run_1/clk_routes.png
Bar = 20 um.
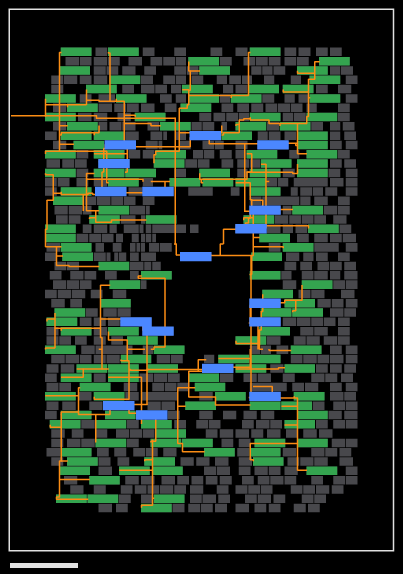
run_1/placement_by_type.png
Bar = 20 um.
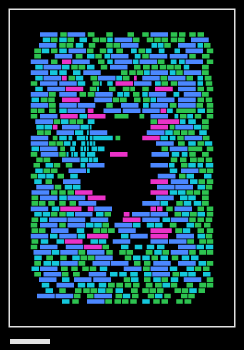
run_1/flops_by_reg.png
Bar = 20 um. Other sequential cells in the stronger grey, the rest of the logic in the fainter grey.
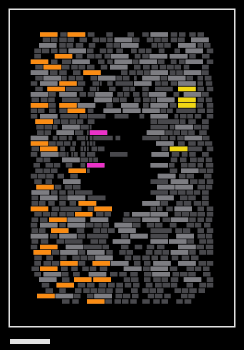
### src/rtl/mem_arbiter.sv
// ---------------------------------------------------------------------------
// mem_arbiter
//
// Shares one single-port, multi-cycle memory bus between the instruction
// fetch port (i_*) and the data port (d_*). Each access becomes one
// req/ack bus transaction. Read data returns on registered outputs.
// stallreq holds the pipeline until every access requested this pipeline
// cycle has completed.
//
// Optional feature:
//   MEM_ARB_RR_EN  defined   -> round-robin priority between the two ports
//                  undefined -> fixed priority, data port wins
//
// Ports:
//   clk, rst            clock (rising edge), async active-low reset
//   i_en, i_addr        fetch request / address (held while stallreq=1)
//   i_rdata             fetched instruction (registered)
//   d_en, d_wen         data request / byte write enables (0 = read)
//   d_addr, d_wdata     data address / store data
//   d_rdata             load data (registered, unchanged by stores)
//   stallreq            pipeline stall request (combinational)
//   bus_req, bus_wen,   registered transaction request, byte enables,
//   bus_addr, bus_wdata address and write data, stable until bus_ack
//   bus_rdata, bus_ack  read data and one-cycle completion strobe
// ---------------------------------------------------------------------------
module mem_arbiter #(
    parameter int ADDR_W = 32,
    parameter int DATA_W = 32
) (
    input  logic                clk,
    input  logic                rst,
    input  logic                i_en,
    input  logic [ADDR_W-1:0]   i_addr,
    output logic [DATA_W-1:0]   i_rdata,
    input  logic                d_en,
    input  logic [DATA_W/8-1:0] d_wen,
    input  logic [ADDR_W-1:0]   d_addr,
    input  logic [DATA_W-1:0]   d_wdata,
    output logic [DATA_W-1:0]   d_rdata,
    output logic                stallreq,
    output logic                bus_req,
    output logic [DATA_W/8-1:0] bus_wen,
    output logic [ADDR_W-1:0]   bus_addr,
    output logic [DATA_W-1:0]   bus_wdata,
    input  logic [DATA_W-1:0]   bus_rdata,
    input  logic                bus_ack
);

    typedef enum logic [1:0] {
        IDLE  = 2'd0,
        I_ACC = 2'd1,
        D_ACC = 2'd2
    } state_t;

    state_t state, state_nxt;

    logic i_done, d_done;      // port already served in this pipeline cycle
    logic pend_i, pend_d;
    logic prefer_d;            // data port wins when both are pending
    logic start_i, start_d;    // launch a transaction at this edge
    logic ack_i, ack_d;        // owning transaction completes at this edge
    logic take_i, take_d;      // completion still wanted (port not flushed)

    // A port is pending while it requests and has not been served yet.
    // Once served, its done flag masks it until the pipeline advances, so
    // a completed access is not replayed while the other port is busy.
    assign pend_i   = i_en & ~i_done;
    assign pend_d   = d_en & ~d_done;
    assign stallreq = rst & (pend_i | pend_d);

`ifdef MEM_ARB_RR_EN
    // Winner of the last contested arbitration (1 = data). Only contested
    // grants move it; a lone request does not count as winning a round.
    logic last_grant_d;

    always_ff @(posedge clk or negedge rst) begin
        if (!rst)
            last_grant_d <= 1'b0;
        else if (state == IDLE && pend_i && pend_d)
            last_grant_d <= prefer_d;
    end

    assign prefer_d = ~last_grant_d;
`else
    assign prefer_d = 1'b1;
`endif

    // ---------------------------------------------------------------------
    // FSM: state register
    // ---------------------------------------------------------------------
    always_ff @(posedge clk or negedge rst) begin
        if (!rst)
            state <= IDLE;
        else
            state <= state_nxt;
    end

    // ---------------------------------------------------------------------
    // FSM: next state. Access states always return to IDLE on ack, so a
    // new transaction never launches on the same edge as an ack.
    // ---------------------------------------------------------------------
    always_comb begin
        state_nxt = state;
        case (state)
            IDLE: begin
                if (pend_d && (prefer_d || !pend_i))
                    state_nxt = D_ACC;
                else if (pend_i)
                    state_nxt = I_ACC;
            end
            I_ACC, D_ACC: begin
                if (bus_ack)
                    state_nxt = IDLE;
            end
            default: state_nxt = IDLE;
        endcase
    end

    // ---------------------------------------------------------------------
    // FSM: outputs (control strobes for the datapath registers).
    // bus_ack is only decoded in the access states; elsewhere it is ignored.
    // ---------------------------------------------------------------------
    always_comb begin
        start_i = 1'b0;
        start_d = 1'b0;
        ack_i   = 1'b0;
        ack_d   = 1'b0;
        case (state)
            IDLE: begin
                start_i = (state_nxt == I_ACC);
                start_d = (state_nxt == D_ACC);
            end
            I_ACC:   ack_i = bus_ack;
            D_ACC:   ack_d = bus_ack;
            default: ;
        endcase
    end

    // A port that dropped its enable mid-transaction (flush) lets the bus
    // transaction finish but discards the result.
    assign take_i = ack_i & i_en;
    assign take_d = ack_d & d_en;

    // ---------------------------------------------------------------------
    // Bus request registers: loaded at launch, held until ack.
    // ---------------------------------------------------------------------
    always_ff @(posedge clk or negedge rst) begin
        if (!rst) begin
            bus_req   <= 1'b0;
            bus_wen   <= '0;
            bus_addr  <= '0;
            bus_wdata <= '0;
        end else if (start_d) begin
            bus_req   <= 1'b1;
            bus_wen   <= d_wen;
            bus_addr  <= d_addr;
            bus_wdata <= d_wdata;
        end else if (start_i) begin
            bus_req   <= 1'b1;
            bus_wen   <= '0;
            bus_addr  <= i_addr;
            bus_wdata <= '0;
        end else if (ack_i || ack_d) begin
            bus_req   <= 1'b0;
        end
    end

    // ---------------------------------------------------------------------
    // Read data capture. bus_wen still describes the finishing transaction
    // at the ack edge, so it tells loads from stores.
    // ---------------------------------------------------------------------
    always_ff @(posedge clk or negedge rst) begin
        if (!rst) begin
            i_rdata <= '0;
            d_rdata <= '0;
        end else begin
            if (take_i)
                i_rdata <= bus_rdata;
            if (take_d && bus_wen == '0)
                d_rdata <= bus_rdata;
        end
    end

    // ---------------------------------------------------------------------
    // Done flags: set on a wanted completion, cleared when the pipeline
    // advances (stallreq low). A port completing always has stallreq high
    // in that cycle, so set and clear never collide for the same port.
    // ---------------------------------------------------------------------
    always_ff @(posedge clk or negedge rst) begin
        if (!rst) begin
            i_done <= 1'b0;
            d_done <= 1'b0;
        end else begin
            if (take_i)
                i_done <= 1'b1;
            else if (!stallreq)
                i_done <= 1'b0;

            if (take_d)
                d_done <= 1'b1;
            else if (!stallreq)
                d_done <= 1'b0;
        end
    end

endmodule

### config.mk
export PLATFORM = sky130hd
export DESIGN_NAME = mem_arbiter
export DESIGN_NICKNAME = d
export VERILOG_FILES = /design/src/rtl/mem_arbiter.sv
export SDC_FILE = /design/constraint.sdc
export NUM_CORES = 1
export LEC_CHECK = 0
export CAP_MARGIN = 30
export CORE_ASPECT_RATIO = 1.5
export CORE_MARGIN = 10
export CORE_UTILIZATION = 44
export CTS_CLUSTER_SIZE = 28
export DETAILED_ROUTE_END_ITERATION = 8
export PLACE_DENSITY = 0.86
export SETUP_SLACK_MARGIN = 0.5
export SLEW_MARGIN = 25
export SYNTH_ARGS = -nofsm -noshare
export SYNTH_HDL_FRONTEND = slang
export SYNTH_SLANG_ARGS = --single-unit
### constraint.sdc
create_clock -name clk -period 4 [get_ports clk]
set_clock_uncertainty 0.15 [all_clocks]
set_input_delay 0.4 -clock clk [delete_from_list [all_inputs] [get_ports clk]]
set_output_delay 0.4 -clock clk [all_outputs]
set_load 0.02 [all_outputs]
==> results.cfg, run 1 <==
; generated from flow reports
[critical_path]
r2r_start = state[1]$_DFF_PN0_
worstPathCellList = inv_1 -> ha_1 -> inv_1 -> or4_4 -> a32oi_4 -> buf_4 -> mux2_2 -> mux2_2
critical_path_class = reg -> reg
critPathTopFamily = multiplexers
crit_slowest_cell = or4_4
slowest_delay_ps = 590
cp-startpoint = state[1]$_DFF_PN0_
ff2ff_setup_slack_ps = 910
critPathMaxFanout = 38
r2r_end = bus_addr[26]$_DFFE_PN0P_

[drt]
vias = 4125
via_per_inst = 5.13
drt_first_pass_iters = 4
ant_nets = 0
drc_errors = 0

[yosys]
synth.distinct_cells = 27
edf_count = 0
ys_ff = 137
netlist_top_cells_area = dfrtp_1 62%, mux2_2 25%, a22o_1 5.7%, mux2_1 1.2%, buf_6 1.0%
synth_cells = 356
yosysWarningCount = 0
top_area_cell = dfrtp_1
fp_nets = 497
dominantRegCellSynth = dfrtp_1
syn-cell-area_um2 = 5570
ys_cells = 356
top_cells_by_count = 137 x dfrtp_1, 122 x mux2_2, 36 x a22o_1
ys_seq_share_pct = 61.6

[min_path]
min_path_type = reg -> reg
hold_depth = 2
hold_start = i_done$_DFFE_PN0P_
hold-path-endpoint = i_done$_DFFE_PN0P_

[finish]
drive_gt1_share_pct = 25.7
area_growth_pct = 63.5
layout.nets = 776
design_area_um2 = 9100

[clock_tree]
cts_root_buffer = clkbuf_16
hold_buffers = 1
cts_tree = done
cts.htree.levels = 4
cts_resized = 0
cts_setup_buffers = 0
cts.sinks = 137
clk_pin_slew_ps = 60

[run]
log.warning_count = 29
drv_cap = 0

[grt]
antenna_found_initial = 0
grtUsageTotal_pct = 19.4
grt_pass1_vias = 4591
grt-ovfl-total = 0
grt_max_degree = 73

[power]
power_density_nw_per_um2 = 890
vdd_drop_max_uv = 509

[place]
place_hpwl_um = 13400
numPortBuffers = 270

[outcome]
status = complete, no violations

[floorplan]
die_h_um = 158
fp_util_pct = 44.7
ios = 271

[timing]
fin_setup_tns_ps = 0
slew_violations = 0
grt_setup_unrepaired = no
layout_min_cycle_time_ps = 3090
setup_viol = 0
hold_violations = 0
finalCritPeriodShare_pct = 77.3
-- clk_routes.png (at the start) --
clock drivers -> blue  # count 17
flip-flops -> green  # count 137
clock wires -> orange  # length 1570 um
flops lie = widely spread
routed clock nets = 18
Clk pwr share: 20.4%
Clk. pwr: 1.66 mW
clk_lat worst skew: 410 ps

-- placement_by_type.png (at the start) --
other buffers and delay cells -> green  # cells 280, share of their area 32%
flops -> blue  # cells 137, share of their area 39%
clock drivers and dummy loads -> magenta  # cells 31, share of their area 7.1%
combinational and other logic -> cyan  # cells 199, share of their area 23%
Finished Core Util: 73.1%
core area: 12400 um2
Core Rows: 50

-- flops_by_reg.png (at the start) --
`state` -> magenta  # sequential cells 2
`i_rdata` -> orange  # sequential cells 32, where a column on the left
`bus_wen` -> yellow  # sequential cells 4
not coloured = 99

## run 1: area by class of cell
class / instances / area, um2
Fill cell: 831 / 3350
Inverter: 4 / 15.0
Clock inverter: 13 / 193
Multi-Input combinational cell: 195 / 2000
Clock buffer: 18 / 439
Sequential cell: 137 / 3430
Antenna cell: 1 / 2.50
Timing Repair Buffer: 280 / 2830
Tap cell: 156 / 195
## run 1: power breakdown
group	internal, mW	total (mW)	switching, mW	leakage (nW)
sequential	2.05	2.41	0.361	1.70
clock	1.06	1.66	0.593	0.303
combinational	2.12	4.04	1.92	1.91
total	5.23	8.10	2.87	3.91
## run 1: flip-flops by register name, indices dropped and copies added, names as in the netlist
| register | count |
|---|---|
| state | 2 |
| i_rdata | 32 |
| bus_addr | 32 |
| d_done | 1 |
| bus_wen | 4 |
| bus_wdata | 32 |
| i_done | 1 |
| bus_req | 1 |
| d_rdata | 32 |
## run 1: per-stage QoR
stage	std cells	util (%)	total power, mW	hold WS [ps]	setup WS, ps
final	804	73.1	8.10	329	906
after global routing	803	73.1	8.50	358	800
after CTS	801	72.7	8.16	330	670
after detailed placement	769	67.5	6.47	283	596
after global placement	769	67.5	6.31	267	736
after floorplan	356	-	4.61	-45.6	1330
## run 1: cells in the final DEF, fill, tap and decap left out, types with 2 or more instances in the layout
cell             synthesis  layout
clkdlybuf4s50_1          0     269
dfrtp_1                137     137
mux2_2                 122     122
a22o_1                  36      36
clkbuf_16                0      17
nand2_1                  6       6
mux2_1                   6       6
buf_4                    0       6
inv_1                    4       4
ha_1                     4       4
bufinv_16                0       4
clkinv_4                 0       4
nor2b_1                  2       2
o21a_1                   2       2
o21ai_0                  2       2
nand3_1                  2       2
inv_6                    0       2
clkinvlp_4               0       2
buf_12                   0       2
## run 1: tightest hold or removal path, delay by kind of cell, from the launching register on
kind             cells  cell delay, ps
flip-flops           1             340
AND/OR/NAND/NOR      2             110
## run 1: cell families after synthesis
kind of cell	Yosys count	share of synthesized area, %
AOI/OAI and AO/OA	45	7.19
adders and majority gates	4	0.899
buffers and inverters	24	2.50
DFF	137	61.6
muxes	128	25.9
and+or+nand+nor	18	1.91
## run 1: how the worst max path moves through the flow
stage          depth (start not counted)                         to  slack [ps]
2_1_floorplan                          8   bus_addr[19]$_DFFE_PN0P_        1330
3_3_place_gp                           7   bus_wdata[1]$_DFFE_PN0P_         740
3_5_place_dp                           7   bus_wdata[6]$_DFFE_PN0P_         600
4_1_cts                                8  bus_wdata[24]$_DFFE_PN0P_         670
5_1_grt                                8   bus_addr[26]$_DFFE_PN0P_         800
6_report                               8   bus_addr[26]$_DFFE_PN0P_         910
## run 1: metal layers
metal / share of wire, % / vias to the layer above / GRT usage, %
met5: 0 / - / 0
met4: 0.92 / 0 / 5.03
met3: 7.7 / 13 / 7.39
met2: 56 / 170 / 35.4
met1: 36 / 2081 / 20.3
li1: - / 1861 / -
run_1/logic_types.png
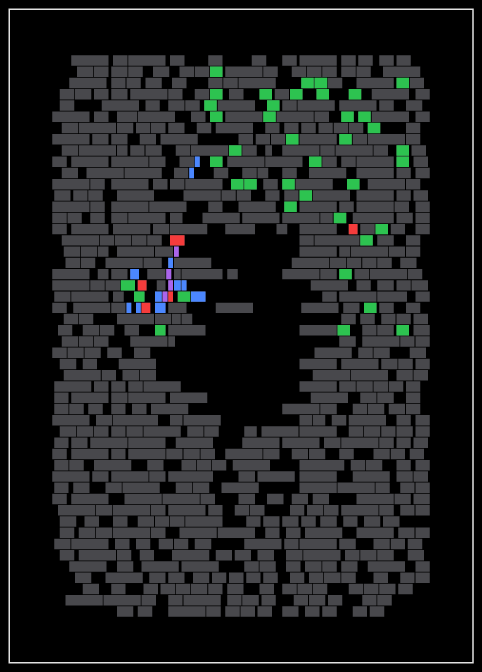

## Run 2: what changed since run 1
CORE_UTILIZATION = 41   (was 44)
PLACE_DENSITY = 0.81   (was 0.86)
clock period = 3 ns   (was 4 ns; I/O delays follow)
run_2/logic_types.png
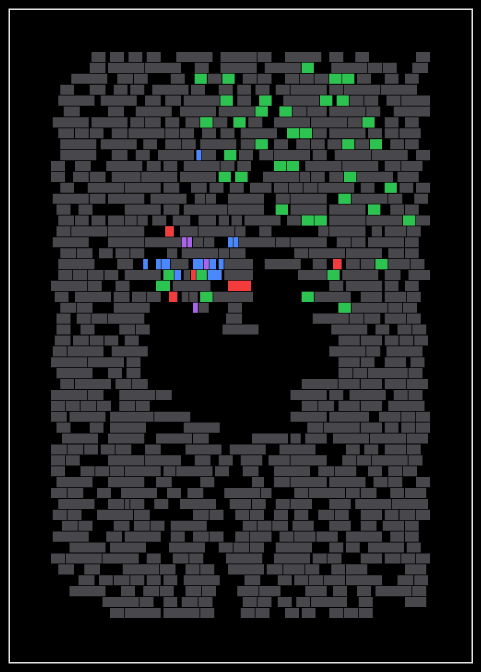
AND-OR and OR-AND gates -> green  # cells 40
NAND gates -> blue  # cells 11, where middle
inverters -> purple  # cells 4
NOR gates -> red  # cells 5

==> run 2 against run 1 <==
Against the previous run:
- first-iteration DRC count rose by 18%
- sequential cell count did not move
- non-clock buffer count rose by 18
- synthesized area did not move
- die area rose by 6.2%
- via count rose by 3.8%
- synthesized cell count did not move
- total power rose by 43%
- global-route usage fell by 0.61 points
- cell count rose by 3.0%
- combinational power rose by 54%
==> results.cfg, run 2 <==
; generated from flow reports
[outcome]
status = complete, no violations

[finish]
area_growth_pct = 72.0
layout_top_cell = clkdlybuf4s50_1
design_area_um2 = 9570
layout.cells.most_common_list = 269 x clkdlybuf4s50_1, 136 x dfrtp_1, 82 x mux2_2
drive_gt1_share_pct = 29.6
final.fill_count = 902
layout.nets = 794
insertedDiodeCount = 0

[yosys]
synth.distinct_cells = 27
synth_top_area_share_pct = 61.6
ys_ff = 137
simple_gate_share_pct = 1.91
ys_seq_share_pct = 61.6
yosysWarningCount = 0
top_cells_by_count = 137 x dfrtp_1, 122 x mux2_2, 36 x a22o_1
fa_ha_area_share_pct = 0.899
ys_sh_mux_pct = 25.9
ys_cells = 356
edf_count = 0
fp_nets = 497
dominantRegCellSynth = dfrtp_1
ys_sh_xor_pct = 0
synthAoiAreaFrac_pct = 7.19
top_logic_kind = multiplexers
top_area_cell = dfrtp_1
netlist_top_cells_area = dfrtp_1 62%, mux2_2 25%, a22o_1 5.7%, mux2_1 1.2%, buf_6 1.0%
syn-cell-area_um2 = 5570

[clock_tree]
clk_latency_ps = 400
cts_buffers = 17
cts_root_buffer = clkbuf_16
cts_max_path_buffers = 2
clk_pin_slew_ps = 60
cts.sinks = 137
cts.htree.levels = 4
cts_tree = done

[floorplan]
fp_util_pct = 41.5
ios = 271
core_area_um2 = 13400
die_h_um = 163
num_rows = 52

[place]
numPortBuffers = 270
pre_cts_ws_ps = 170
place_hpwl_um = 13400

[run]
log.warning_count = 32
drv_cap = 0

[grt]
grt_max_degree = 54
grtUsageTotal_pct = 18.8
grt-ovfl-total = 0
grt_pass1_vias = 4782
antenna_found_initial = 0

[drt]
ant_nets = 0
vias = 4282
via_per_inst = 5.17
drt_first_pass_iters = 4
drc_errors = 0

[critical_path]
critPathMaxFanout = 5
worstPathCellList = ha_1 -> or4_4 -> a32oi_4 -> buf_6 -> clkbuf_16 -> mux2_4 -> mux2_4
r2r_end = bus_addr[12]$_DFFE_PN0P_
slowest_delay_ps = 550
r2r_start = state[0]$_DFF_PN0_
crit_slowest_cell = or4_4
ff2ff_setup_slack_ps = 290

[timing]
fin_setup_tns_ps = 0
finalCritPeriodShare_pct = 90.4
setup_viol = 0
fin_hold_ws_ps = 287
grt_setup_unrepaired = yes
slew_violations = 0
layout_min_cycle_time_ps = 2710
setup_ws_ps = 287
hold_violations = 0

[power]
power.total_mw = 11.5
power_density_nw_per_um2 = 1210
vdd_drop_max_uv = 654

[min_path]
min_path_type = in -> async
run_2/placement_by_type.png
Bar = 20 um.
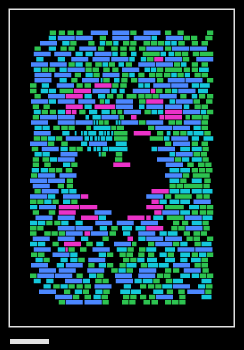
combinational and other logic -> cyan  # cells 199, share of their area 24%
flops -> blue  # cells 137, share of their area 37%
clock drivers and dummy loads -> magenta  # cells 32, share of their area 6.4%
other buffers and delay cells -> green  # cells 298, share of their area 33%

## run 2: layout make-up
cell class / instances / area (um2) / share of cell area [%]
Inverter: 4 / 15.0 / 0.157
Sequential cell: 137 / 3430 / 35.8
Clock buffer: 19 / 443 / 4.63
Multi-Input combinational cell: 195 / 2200 / 22.9
Timing Repair Buffer: 298 / 3130 / 32.7
Clock inverter: 13 / 159 / 1.66
Tap cell: 162 / 203 / 2.12
## run 2: timing repair
action | 4_1_cts | 5_1_grt
cloned | 2 | 5
pin swaps | 3 | 3
buffers inserted | 9 | 2
endpoints found under the hold margin | 34 | 0
resized | 12 | 45
endpoints found under the setup margin | 64 | 64
hold buffers | 2 | 0
## run 2: cell families (layout without fill, tap and decap cells)
group / after synthesis / after routing
compound gates: 45 / 45
mux: 128 / 128
fa+ha+maj: 4 / 4
flops: 137 / 137
buf+inv: 24 / 334
simple gates: 18 / 18
## run 2: stage by stage
stage               utilization [%]  std cells
floorplan                         -        356
global placement               63.2        776
detailed placement             63.2        776
CTS                            69.1        821
global route                   71.4        828
finish                         71.4        828
## run 2: where the power goes
group / switching, mW / total [mW] / internal (mW)
clock network: 0.840 / 2.11 / 1.27
logic: 2.81 / 6.24 / 3.43
registers: 0.468 / 3.19 / 2.73
total: 4.11 / 11.5 / 7.43
## run 2: critical path, delay by kind of cell, from the launching register on
kind	cells	cell delay [ps]
AOI/OAI and AO/OA	1	240
adders and majority gates	1	290
buffers and inverters	2	360
DFF	1	430
muxes	2	570
and+or+nand+nor	1	550
## run 2: how the worst max path moves through the flow
stage	endpoint	from
floorplan	bus_addr[20]$_DFFE_PN0P_	state[0]$_DFF_PN0_
global placement	bus_addr[0]$_DFFE_PN0P_	i_en
detailed placement	bus_wdata[25]$_DFFE_PN0P_	i_en
CTS	bus_addr[0]$_DFFE_PN0P_	state[1]$_DFF_PN0_
global route	bus_addr[12]$_DFFE_PN0P_	state[1]$_DFF_PN0_
finish	bus_addr[12]$_DFFE_PN0P_	state[0]$_DFF_PN0_
## run 2: layer usage
layer | vias up | GRT usage, % | wire length [um] | part of all wire [%]
met3 | 39 | 8.08 | 1800 | 9.4
li1 | 1903 | - | - | -
met2 | 193 | 32.9 | 10200 | 53
met4 | 0 | 7.17 | 625 | 3.3
met1 | 2147 | 19.1 | 6530 | 34
met5 | - | 0 | 0 | 0
Power figures rest on the tool's default switching activity, not on a simulated workload.
